`src/rtl/rom_port_arbiter_pkg.sv`:
```
// Shared constants for the two-requester pixel-ROM arbiter.
package rom_arb_pkg;

  // Default geometry: 160x120 tiles, 3-bit palette index.
  localparam int ADDR_BITS = 15;
  localparam int ROM_DEPTH = 19200;
  localparam int PIX_BITS  = 3;

  // Requester indices into req_i / gnt_o / rvalid_o.
  localparam int BG_REQ  = 0;
  localparam int SPR_REQ = 1;

endpackage : rom_arb_pkg

```
`src/rtl/rom_port_arbiter_rr_pick2.sv`:
```
// Two-way round-robin picker: purely combinational (req, last) -> gnt.
module rr_pick2
  import rom_arb_pkg::*;
(
  input  logic [1:0] i_req,
  input  logic       i_last,  // index of the requester granted most recently
  output logic [1:0] o_gnt
);

  // Pick the lone requester, or the one not granted last when both ask.
  always_comb begin
    // NOTE: default every always_comb output first so no path leaves it
    // unassigned; an unassigned path would infer a latch.
    o_gnt = '0;
    if (i_req[BG_REQ] && i_req[SPR_REQ]) begin
      if (i_last) o_gnt[BG_REQ]  = 1'b1;
      else        o_gnt[SPR_REQ] = 1'b1;
    end else begin
      o_gnt = i_req;
    end
  end

endmodule : rr_pick2

```
`src/rtl/rom_port_arbiter.sv`:
```
// Shares one external synchronous pixel ROM between the background and
// sprite fetchers. Grants are combinational in the request cycle; data and
// the out-of-range flag return exactly one cycle later.
module rom_port_arbiter #(
  parameter int ADDR_BITS = rom_arb_pkg::ADDR_BITS,
  parameter int ROM_DEPTH = rom_arb_pkg::ROM_DEPTH,
  parameter int PIX_BITS  = rom_arb_pkg::PIX_BITS
) (
  input  logic                 clk,
  input  logic                 rst,
  input  logic [1:0]           req_i,
  input  logic [ADDR_BITS-1:0] addr0_i,
  input  logic [ADDR_BITS-1:0] addr1_i,
  output logic [1:0]           gnt_o,
  output logic [1:0]           rvalid_o,
  output logic [PIX_BITS-1:0]  rdata_o,
  output logic                 rerr_o,
  output logic [ADDR_BITS-1:0] rom_addr_o,
  input  logic [PIX_BITS-1:0]  rom_data_i
);

  import rom_arb_pkg::BG_REQ;
  import rom_arb_pkg::SPR_REQ;

  logic                 r_last;    // requester granted most recently
  logic [1:0]           r_rvalid;  // return tag: who was granted last cycle
  logic                 r_oob;     // last cycle's granted address was out of range

  logic [1:0]           w_pick;
  logic [1:0]           w_gnt;
  logic [ADDR_BITS-1:0] w_addr;
  logic                 w_oob;

  rr_pick2 u_pick (
    .i_req  (req_i),
    .i_last (r_last),
    .o_gnt  (w_pick)
  );

  // Reset suppresses the grant, so nothing from the reset cycle returns data.
  assign w_gnt = rst ? 2'b00 : w_pick;
  assign gnt_o = w_gnt;

  // Steer the granted requester's address to the ROM; zero when idle.
  always_comb begin
    w_addr = '0;
    if (w_gnt[BG_REQ])       w_addr = addr0_i;
    else if (w_gnt[SPR_REQ]) w_addr = addr1_i;
  end

  assign rom_addr_o = w_addr;

  // Full-width unsigned compare; both sides widened to 32 bits so neither
  // the address nor the depth is truncated.
  assign w_oob = (32'(w_addr) >= 32'(ROM_DEPTH));

  // Last-grant pointer: moves on every grant, holds when idle. Reset points
  // it at the sprite side so the background fetch wins the first contention.
  always_ff @(posedge clk) begin
    // NOTE: sequential state uses non-blocking assignments so every flop
    // samples pre-edge values regardless of block ordering.
    if (rst) begin
      r_last <= 1'b1;
    end else if (w_gnt[BG_REQ]) begin
      r_last <= 1'b0;
    end else if (w_gnt[SPR_REQ]) begin
      r_last <= 1'b1;
    end
  end

  // One-stage return pipeline aligned with the ROM's one-cycle read latency.
  always_ff @(posedge clk) begin
    if (rst) begin
      r_rvalid <= 2'b00;
      r_oob    <= 1'b0;
    end else begin
      r_rvalid <= w_gnt;
      r_oob    <= w_oob & (|w_gnt);
    end
  end

  // Data and error are forced to zero unless a read is returning.
  assign rvalid_o = r_rvalid;
  assign rerr_o   = (|r_rvalid) & r_oob;
  assign rdata_o  = ((|r_rvalid) && !r_oob) ? rom_data_i : '0;

endmodule : rom_port_arbiter

```
`config.mk`:
```
export PLATFORM = sky130hd
export DESIGN_NAME = rom_port_arbiter
export DESIGN_NICKNAME = d
export VERILOG_FILES = /design/src/rtl/rom_port_arbiter_pkg.sv /design/src/rtl/rom_port_arbiter_rr_pick2.sv /design/src/rtl/rom_port_arbiter.sv
export SDC_FILE = /design/constraint.sdc
export NUM_CORES = 1
export LEC_CHECK = 0
export CORE_MARGIN = 2
export CORE_UTILIZATION = 20
export CTS_BUF_LIST = sky130_fd_sc_hd__clkbuf_4 sky130_fd_sc_hd__clkbuf_8 sky130_fd_sc_hd__clkbuf_16
export CTS_CLUSTER_DIAMETER = 150
export DETAILED_ROUTE_END_ITERATION = 10
export PLACE_DENSITY = 0.74
export SYNTH_ARGS = -nofsm -noshare
export SYNTH_HDL_FRONTEND = slang
export SYNTH_HIERARCHICAL = 1
export SYNTH_SLANG_ARGS = --single-unit
export TNS_END_PERCENT = 100
```
`constraint.sdc`:
```
create_clock -name clk -period 1.5 [get_ports clk]
set_clock_uncertainty 0.1 [all_clocks]
set_input_delay 0.3 -clock clk [delete_from_list [all_inputs] [get_ports clk]]
set_output_delay 0.3 -clock clk [all_outputs]
set_load 0.02 [all_outputs]
```
**Run 1: congestion heat map**

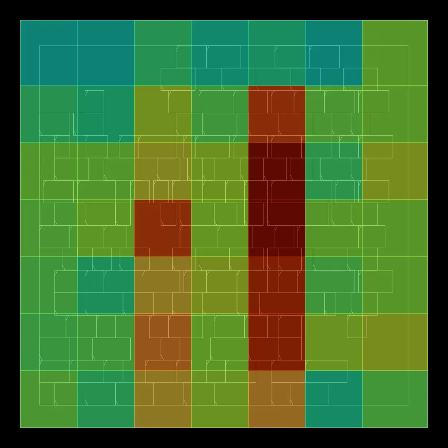
most crowded layer after global routing: met2
met1 global-route usage: 19.1%

**Run 1: cell sizes after repair**

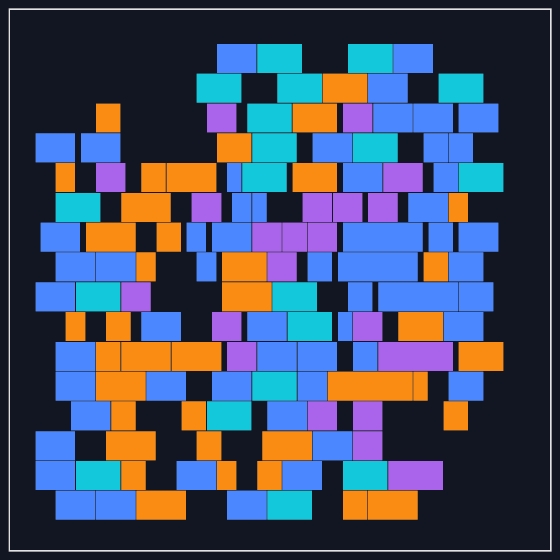
Orange marks drive 2, cells 38, share 28%. Purple marks drive 3 to 4, cells 21, share 16%. Cyan marks drive 6 and up, cells 19, share 14%. Blue marks drive 1 or less, cells 56, share 42%.
post-route worst setup slack: -368 ps
Non-Clock Buffer Count: 77
Final Instance Area: 1290 um^2

**Run 1: gate families picked out**

Scale bar: 10 um.
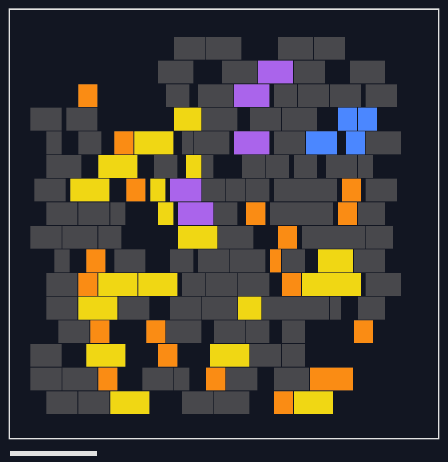
Purple marks AND-OR and OR-AND gates, cells 5. Blue marks AND and OR gates, cells 4, where north-east. Orange marks NOR gates, cells 19. Yellow marks inverting AOI/OAI gates, cells 18.
fraction of area in multi-input gates: 32.0%
Top cell excl fill/tap: clkdlybuf4s50_1

==> results.toml, run 1 <==
# implementation run metrics
[status]
outcome = "complete, but fails checks"
violations = "setup timing"

[power_and_ir_drop]
internal_power_mw = 0.432
p_per_area_nw_per_um2 = 508
irDropWorstVdd_v = 0.000279
comb-power_mw = 0.394
sw_frac_of_total_pct = 34.3
power.total_mw = 0.657
switchingPower_mw = 0.225
seqPwrFrac_pct = 18.0
power_frac_clock_pct = 22.1
maxPowerGroup = "combinational cells"
power_leakage_nw = 0.562

[floorplan]
fp_util_pct = 21.1
core_area_um2 = 1940
rows = 16
io_pins = 60
die_h_um = 49.3
dieArea_um2 = 2430
die_x_um = 49.3

[worst_setup_path]
worstPathCellList = "inv_2 > a21boi_4 > nor2b_4 > buf_4 > a22oi_2 > nor2_2 > buf_2"
crit_start = "r_last"
r2r_cells = 8
crit_path_start_kind = "flip-flop"
path_class = "flip-flop to output pin"
r2r-start = "r_last"
r2r_setup_slack_ps = -160
cp-endpoint = "rom_addr_o[3]"
crit_cells = 7
cp_data_arrival_time_ps = 1470
crit_slowest_cell = "dfxtp_2"
cp-end-kind = "output pin"
r2r_end = "r_oob"
critPathBufInv = 3

[synthesis]
yosys_cells = 58
avgSynthCellArea_um2 = 7.08
syn_inst = 58
syn_nets = 95
ys_seq_share_pct = 19.5
syn_area_um2 = 410

[global_route]
grt_usage_pct = 17.3
grt_pass1_wl_um = 3260
grt_max_degree = 11
grt_antenna_before_repair = 0

[clock_network]
cts_root_buf = "clkbuf_4"
numCtsBuffers = 3
clk_latency_ps = 250
cts_tree = "built"
hold_buffers = 0
clock-sinks = 4
cts_buffer_depth = 2
post_cts_buffers = 4

[route]
wl_per_cell_um = 13.3
ant_nets = 0
drtIter0Drc = 10
firstDrtPassIters = 4
routed_wl_um = 2140
vias = 768
avgViaCountPerCell = 4.77

[timing]
tns_ps = -5660
rsz0062_at_grt = "yes"
slew_viol_final = 0
worst_slew_pin_slew_ps = 272
hold_violations = 0
setup_viol = 18
fin_ws_ps = -368
fin_crit_ps = 1870
slew_headroom_pct = 81.8

[layout]
insertedDiodeCount = 0
fin_nets = 173
fill_cells = 169
area_delta_synth_final_pct = 215
stdcell_count = 161
final_cell_mix = "clkdlybuf4s50_1, buf_6, buf_4, nor2_2, a22oi_2"

[placed_design]
place.gp.congestion = 0.668
dp.cells = 154

[min_path]
hold_depth = 2
whs_endpoint = "r_last"

[run]
drv_cap = 0
tool_warnings = 29
-- run 1: Yosys cell counts --
cell,number,area (um^2)
o21bai_1,1,7.51
a21boi_1,1,7.51
and2_1,3,18.8
a22oi_1,11,82.6
a32o_2,1,11.3
o21ai_1,2,10.0
dfxtp_1,4,80.1
and2b_4,1,10.0
inv_2,1,3.75
a21oi_1,2,10.0
buf_2,3,15.0
nand2_1,2,7.51
buf_6,1,11.3
o32a_1,1,10.0
inv_1,1,3.75
a21boi_0,1,7.51
nor2b_1,5,31.3
a32o_1,3,30.0
nor2_1,14,52.6
-- run 1: layer usage --
metal	share of wire, %	vias up	global-route usage (%)
met1	36	357	19.1
met3	7.7	4	3.37
met2	55	39	31.8
li1	-	368	-
met4	1.6	0	7.14
met5	0	-	0
-- run 1: flip-flops by register name (all words and copies together), names as in the netlist --
name and count:
r_last 1, r_oob 1, rvalid_o 2
-- run 1: layout make-up --
cell class / count / area (um^2) / share of cell area (%)
tap: 27 / 33.8 / 2.61
clock buffer: 3 / 22.5 / 1.74
multi-input combinational: 48 / 414 / 32.0
inverter: 2 / 10.0 / 0.774
timing repair buffer: 77 / 732 / 56.6
sequential: 4 / 81.3 / 6.29
-- run 1: stage by stage --
| stage | setup WS (ps) | util [%] | instance area (um^2) |
|---|---|---|---|
| 2_1_floorplan | -15.0 | - | 464 |
| 5_1_grt | -420 | 66.6 | 1290 |
| 3_5_place_dp | -1080 | 59.9 | 1160 |
| 3_3_place_gp | -1050 | 59.9 | 1160 |
| 4_1_cts | -359 | 63.9 | 1240 |
| 6_report | -368 | 66.6 | 1290 |
-- run 1: cells by family after synthesis --
kind of cell	count (synthesis)	share of synthesized area [%]
AND/OR/NAND/NOR	25	29.3
AND-OR/OR-AND	23	43.0
buffers and inverters	6	8.23
flip-flops	4	19.5
**Run 1: the metal 3 layer**

Cells faint in the background.
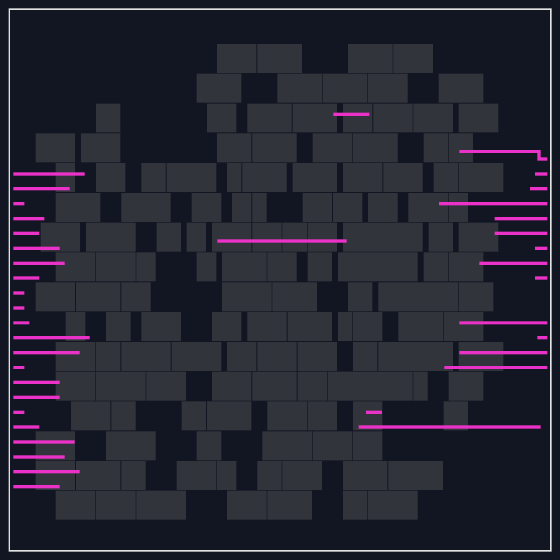

==> run 1 -> run 2 <==
==> constraint.sdc (replaced) <==
create_clock -name clk -period 1.6 [get_ports clk]
set_clock_uncertainty 0.1 [all_clocks]
set_input_delay 0.32 -clock clk [delete_from_list [all_inputs] [get_ports clk]]
set_output_delay 0.32 -clock clk [all_outputs]
set_load 0.02 [all_outputs]
**Run 2: the metal 3 layer**

Cells faint in the background.
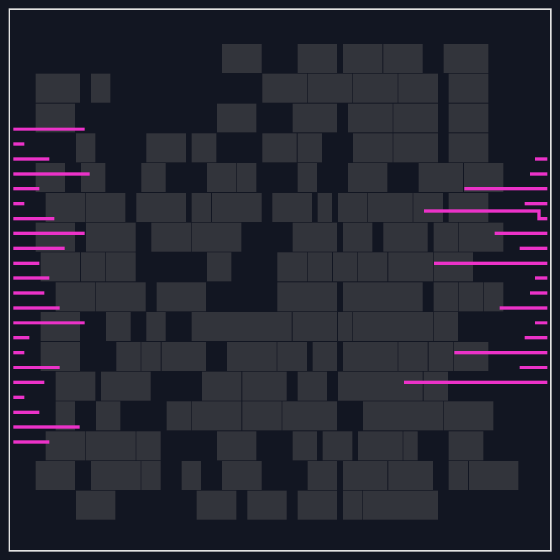
38 nets have wire on it. The layer carries 142 um of wire. The layer holds 7.1% of the routed length. The wires run mostly horizontal.
global routing usage on met3: 3.07%
DRT Wirelength: 2010 um
vias: 714

**Run 2: cell sizes after repair**

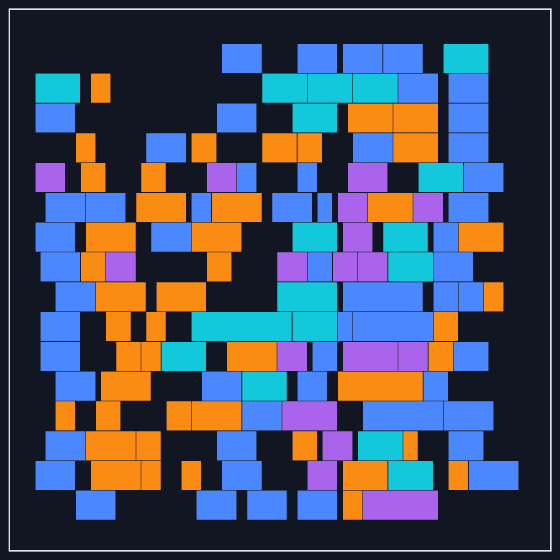
Orange marks drive 2, cells 44, share 33%. Purple marks drive 3 to 4, cells 17, share 13%. Cyan marks drive 6 and up, cells 17, share 13%. Blue marks drive 1 or less, cells 54, share 41%.
P&R area growth vs syn: 215%
Final Instance Area: 1290 um^2
Non-Clock Buffer Count: 75

**Run 2: gate families picked out**

Scale bar: 10 um.
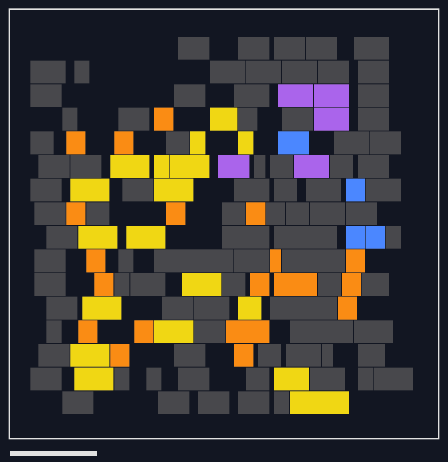
Purple marks AND-OR and OR-AND gates, cells 5. Orange marks NOR gates, cells 19. Yellow marks inverting AOI/OAI gates, cells 18. Blue marks AND and OR gates, cells 4, where east.
fraction of area in multi-input gates: 32.8%
fin cells: 159

==> run 2 against run 1 <==
  * The run still ends with setup timing left
  * Non-clock buffer count is 2 lower
  * Via count is 7.0% lower
  * Setup slack better by 74 ps
  * Worst hold slack better by 5.6 ps
  * Final area hardly changed
  * Sequential power is 6% lower
  * Critical endpoint is now rom_addr_o[0]
  * Largest power group unchanged
==> results.toml, run 2 <==
# implementation run metrics
[power_and_ir_drop]
irDropWorstVdd_v = 0.000264
power_leakage_nw = 0.587
p_per_area_nw_per_um2 = 465

[placed_design]
post_dp_cell_area_um2 = 1120
io_buffer_count = 59
dp_hpwl_um = 1450
dp_slack_ps = -1040
place.gp.congestion = 0.786

[worst_setup_path]
cp_data_arrival_time_ps = 1470
crit_path_start_kind = "flip-flop"
required_ps = 1180
worstPathCellList = "inv_2 > a21boi_4 > buf_4 > nor2b_4 > buf_6 > a22oi_2 > nor2_2 > buf_4"
cp_common_cell = "buf_4"
slowest_delay_ps = 350
path_class = "flip-flop to output pin"
crit_slowest_cell = "dfxtp_2"
critPathBufInv = 4
cp-endpoint = "rom_addr_o[0]"
critPathMaxFanout = 6
crit_start = "r_last"
r2r_setup_slack_ps = 40
crit_cells = 8
r2r_end = "r_oob"
cp-end-kind = "output pin"
cp_top_family = "buffers and inverters"
r2r_cells = 9
r2r-start = "r_last"

[synthesis]
syn_inst = 58
ys_seq_share_pct = 19.5
yosys_cells = 58
top_cells_by_area = "a22oi_1, dfxtp_1, nor2_1"
avgSynthCellArea_um2 = 7.08
edf_count = 0
top_cells_by_count = "nor2_1, a22oi_1, nor2b_1, dfxtp_1"
ys.flops = 4
synth_cell_types = 19
syn_nets = 95
top_cell_area_share_pct = 20.1
top_cell = "nor2_1"
yosysWarningCount = 6
syn_area_um2 = 410
synth-main-ff-cell = "dfxtp_1"
synthArstFlopShare_pct = 0
top_area_cell = "a22oi_1"
ys_chip_area_um2 = 410

[floorplan]
taps = 27
fp_util_pct = 21.1
io_pins = 60
die_h_um = 49.3
rows = 16
core_area_um2 = 1940
die_x_um = 49.3
dieArea_um2 = 2430

[route]
remaining_drc_errors = 0
avgViaCountPerCell = 4.49
ant_nets = 0
drtIter0Drc = 5
wl_per_cell_um = 12.7
firstDrtPassIters = 2

[timing]
slew_viol_final = 0
rsz0062_at_grt = "yes"
fin_ws_ps = -294
period_used_pct = 118
worst_slew_pin_slew_ps = 241
fin_crit_ps = 1890
clock.fmax_mhz = 528
slew_headroom_pct = 83.9
setup_viol = 17
hold_violations = 0

[clock_network]
clk_pin_slew_worst_paths_ps = 30
cts_tree = "built"
cts_buffer_depth = 2
clock-sinks = 4
numCtsBuffers = 3
htree_num_levels = 1
clk_latency_ps = 230
cts_root_buf = "clkbuf_4"

[layout]
drive_gt1_share_pct = 59.1
nFlopsAndLatches = 4
insertedDiodeCount = 0
seq_area_share_pct = 6.29
fill_cells = 164
final_common_cell = "clkdlybuf4s50_1"
logic_gates = 48
flop_area_um2 = 81.3
largest_reg_flops = 2
buf_share_pct = 55.8
comb_area_um2 = 424
largest_cell_class = "non-clock buffers"
final_cell_mix = "clkdlybuf4s50_1, buf_6, nor2_2, a22oi_2"
nNonClkInverters = 2
clock_area_share_pct = 1.74
clkbuf_count = 3
fin_nets = 171

[global_route]
grt_usage_pct = 15.9
grt_pass1_wl_um = 3120
overflow = 0
grt_max_degree = 13
grt_pass1_vias = 736
grt_antenna_before_repair = 0

[status]
outcome = "complete, but fails checks"
violations = "setup timing"

[min_path]
hold_class = "flip-flop to flip-flop"

[run]
tool_warnings = 28
drv_cap = 0
[run 2: layer usage]
layer  GRT usage [%]  vias up  part of all wire [%]
li1                -      362                     -
met5               0        -                     0
met4            2.86        0                     0
met2            30.6       38                    53
met1            17.9      314                    40
met3            3.07        0                   7.1
[run 2: logic make-up (layout without fill, tap and decap cells)]
family	Yosys count	in the layout	share of synthesized area [%]
AND/OR/NAND/NOR	25	25	29.3
AND-OR/OR-AND	23	23	43.0
buffers and inverters	6	80	8.23
flip-flops	4	4	19.5
[run 2: repair_timing]
action | 4_1_cts | 5_1_grt
pin swaps | 6 | 6
resized | 129 | 15
cloned | 1 | 1
hold buffers | 0 | 0
setup endpoints to repair | 22 | 21
buffers inserted | 1 | 3
[run 2: power breakdown]
group	total, mW	internal [mW]	switching (mW)
logic	0.370	0.214	0.156
registers	0.111	0.107	0.00450
clock network	0.120	0.0836	0.0368
[run 2: per-stage QoR]
step / hold slack [ps] / TNS [ps] / util, % / power [mW] / cells
final: 439 / -4070 / 66.6 / 0.601 / 159
after global routing: 459 / -5150 / 66.6 / 0.636 / 159
after CTS: 435 / -3390 / 62.9 / 0.577 / 155
after detailed placement: 434 / -17960 / 57.8 / 0.428 / 151
after global placement: 419 / -17510 / 57.8 / 0.423 / 151
after floorplan: 292 / 0 / - / 0.241 / 58
[run 2: how the worst min path moves through the flow]
stage             start           to  slack (ps)  cells past startpoint
2_1_floorplan       rst  rvalid_o[0]         290                      1
3_3_place_gp     r_last       r_last         420                      2
3_5_place_dp     r_last       r_last         430                      2
4_1_cts          r_last       r_last         430                      2
5_1_grt        req_i[1]  rvalid_o[1]         460                      3
6_report         r_last       r_last         440                      2
==> run 2 -> run 3 <==
--- a/config.mk
+++ b/config.mk
@@ -8,7 +8,7 @@
 export CORE_MARGIN = 2
 export CORE_UTILIZATION = 20
 export CTS_BUF_LIST = sky130_fd_sc_hd__clkbuf_4 sky130_fd_sc_hd__clkbuf_8 sky130_fd_sc_hd__clkbuf_16
-export CTS_CLUSTER_DIAMETER = 150
+export CTS_CLUSTER_DIAMETER = 100
 export DETAILED_ROUTE_END_ITERATION = 10
 export PLACE_DENSITY = 0.74
 export SYNTH_ARGS = -nofsm -noshare
==> run 3 against run 2 <==
  * The run still ends with setup timing left
  * Final area unchanged
  * Synthesized cell count unchanged
  * Via count unchanged
  * Routed wire length did not move
  * Flip-flop count is the same
  * Sequential share of layout area unchanged
  * Maximum frequency did not move
  * Sequential power about the same
  * Total power did not move
  * Setup slack is the same
  * Count of clock-buffer cells in the layout did not move
  * Clock power is essentially flat
  * Critical endpoint unchanged
  * Largest power group unchanged
==> results.toml, run 3 <==
# implementation run metrics
[status]
outcome = "complete, but fails checks"
violations = "setup timing"

[global_route]
overflow = 0
grt_pass1_wl_um = 3120
grt_antenna_before_repair = 0
grt_pass1_vias = 736

[floorplan]
die_h_um = 49.3
fp_util_pct = 21.1
rows = 16
core_area_um2 = 1940
io_pins = 60

[clock_network]
cts_tree = "built"
hold_buffers = 0
clock-sinks = 4
numCtsBuffers = 3
clk_pin_slew_worst_paths_ps = 30
htree_num_levels = 1

[synthesis]
top_cells_by_area = "a22oi_1, dfxtp_1, nor2_1"
yosys_cells = 58
top_cells_by_count = "nor2_1, a22oi_1, nor2b_1, dfxtp_1"
top_cell = "nor2_1"
synthArstFlopShare_pct = 0
syn_area_um2 = 410
ys_seq_share_pct = 19.5
top_cell_area_share_pct = 20.1
edf_count = 0
top_area_cell = "a22oi_1"

[power_and_ir_drop]
power_leakage_nw = 0.587
combPwrFrac_pct = 61.5
sw_frac_of_total_pct = 32.8
p_per_area_nw_per_um2 = 465

[layout]
drive_gt1_share_pct = 59.1
area_delta_synth_final_pct = 215
comb_area_um2 = 424
largest_reg_flops = 2
flop_area_um2 = 81.3
fill_cells = 164
fin_nets = 171
final_common_cell = "clkdlybuf4s50_1"

[timing]
hold_violations = 0
setup_viol = 17
holdWs_ps = 439
fin_crit_ps = 1890
tns_ps = -4070
fin_ws_ps = -294

[worst_setup_path]
cp_data_arrival_time_ps = 1470
worstPathCellList = "inv_2 > a21boi_4 > buf_4 > nor2b_4 > buf_6 > a22oi_2 > nor2_2 > buf_4"
r2r-start = "r_last"
crit_path_start_kind = "flip-flop"

[run]
drv_cap = 0
tool_warnings = 28

[min_path]
hold_class = "flip-flop to flip-flop"
hold_start = "r_last"

[route]
avgViaCountPerCell = 4.49
vias = 714
remaining_drc_errors = 0
routed_wl_um = 2010
drtIter0Drc = 5

[placed_design]
post_dp_cell_area_um2 = 1120
io_buffer_count = 59
## run 3: cell counts after synthesis
Identical to the previous run, type by type.
## run 3: worst min-delay path: stages (launching register included)
cell      delay (ps)
dfxtp_2          350
nor2_1            60
o21bai_1         100
## run 3: worst paths after layout
kind	to	depth (start not counted)
setup / recovery	rom_addr_o[0]	8
hold / removal	r_last	2
hold reg to reg	r_last	2
setup reg to reg	r_oob	9
## run 3: final cells by class
cell class	count	area share (%)
Timing Repair Buffer	75	55.8
Tap cell	27	2.61
Multi-Input combinational cell	48	32.8
Clock buffer	3	1.74
Inverter	2	0.774
Sequential cell	4	6.29
## run 3: kinds of logic (layout without fill, tap and decap cells)
logic type             after synthesis  count (layout)  synth area share, %
and+or+nand+nor                     25              25                 29.3
AOI/OAI and AO/OA                   23              23                 43.0
buffers and inverters                6              80                 8.23
DFF                                  4               4                 19.5
## run 3: metal layers
metal	share of wire [%]	global-route usage (%)
met5	0	0
met2	53	30.6
met1	40	17.9
met4	0	2.86
met3	7.1	3.07
## run 3: repair_timing
action	in CTS	in global routing
endpoints found under the setup margin	22	21
gates resized	129	15
pin swaps	6	6
buffers inserted	1	3
gates cloned	1	1
## run 3: power groups by stage
stage | sequential [mW] | clock [mW] | combinational (mW)
after global routing | 0.112 | 0.132 | 0.393
after CTS | 0.110 | 0.121 | 0.345
after global placement | 0.111 | 0 | 0.312
after detailed placement | 0.111 | 0 | 0.317
final | 0.111 | 0.120 | 0.370
after floorplan | 0.114 | 0 | 0.127
**Run 3: congestion heat map**

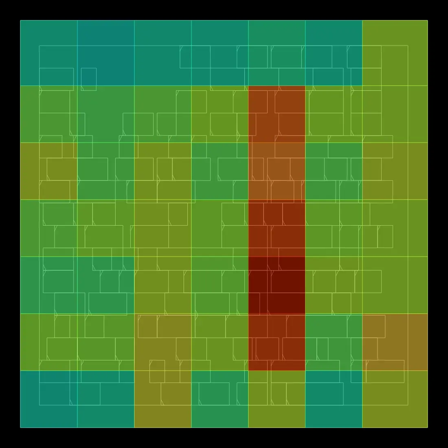
all-layer global routing usage: 15.9%
Final Util: 66.6%

**Run 3: gate families picked out**

Scale bar: 10 um.
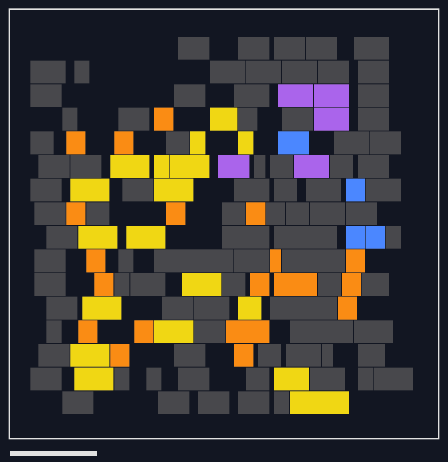
Orange marks NOR gates, cells 19. Purple marks AND-OR and OR-AND gates, cells 5. Blue marks AND and OR gates, cells 4, where east. Yellow marks inverting AOI/OAI gates, cells 18.

**Run 3: cell sizes after repair**

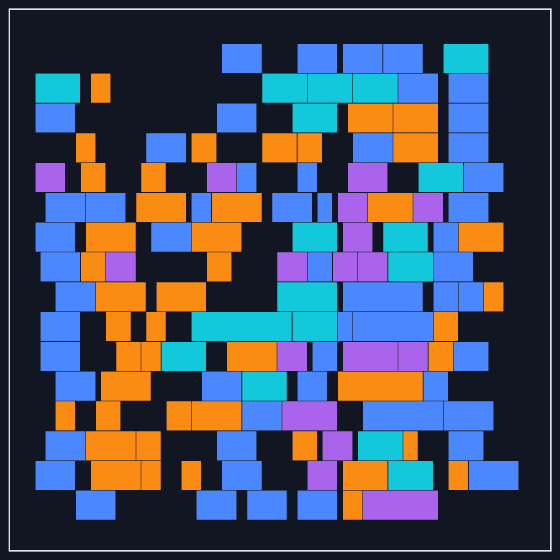
Orange marks drive 2, cells 44, share 33%. Cyan marks drive 6 and up, cells 17, share 13%. Blue marks drive 1 or less, cells 54, share 41%. Purple marks drive 3 to 4, cells 17, share 13%.
post-route worst setup slack: -294 ps

Power is estimated from default activity; no workload was simulated.
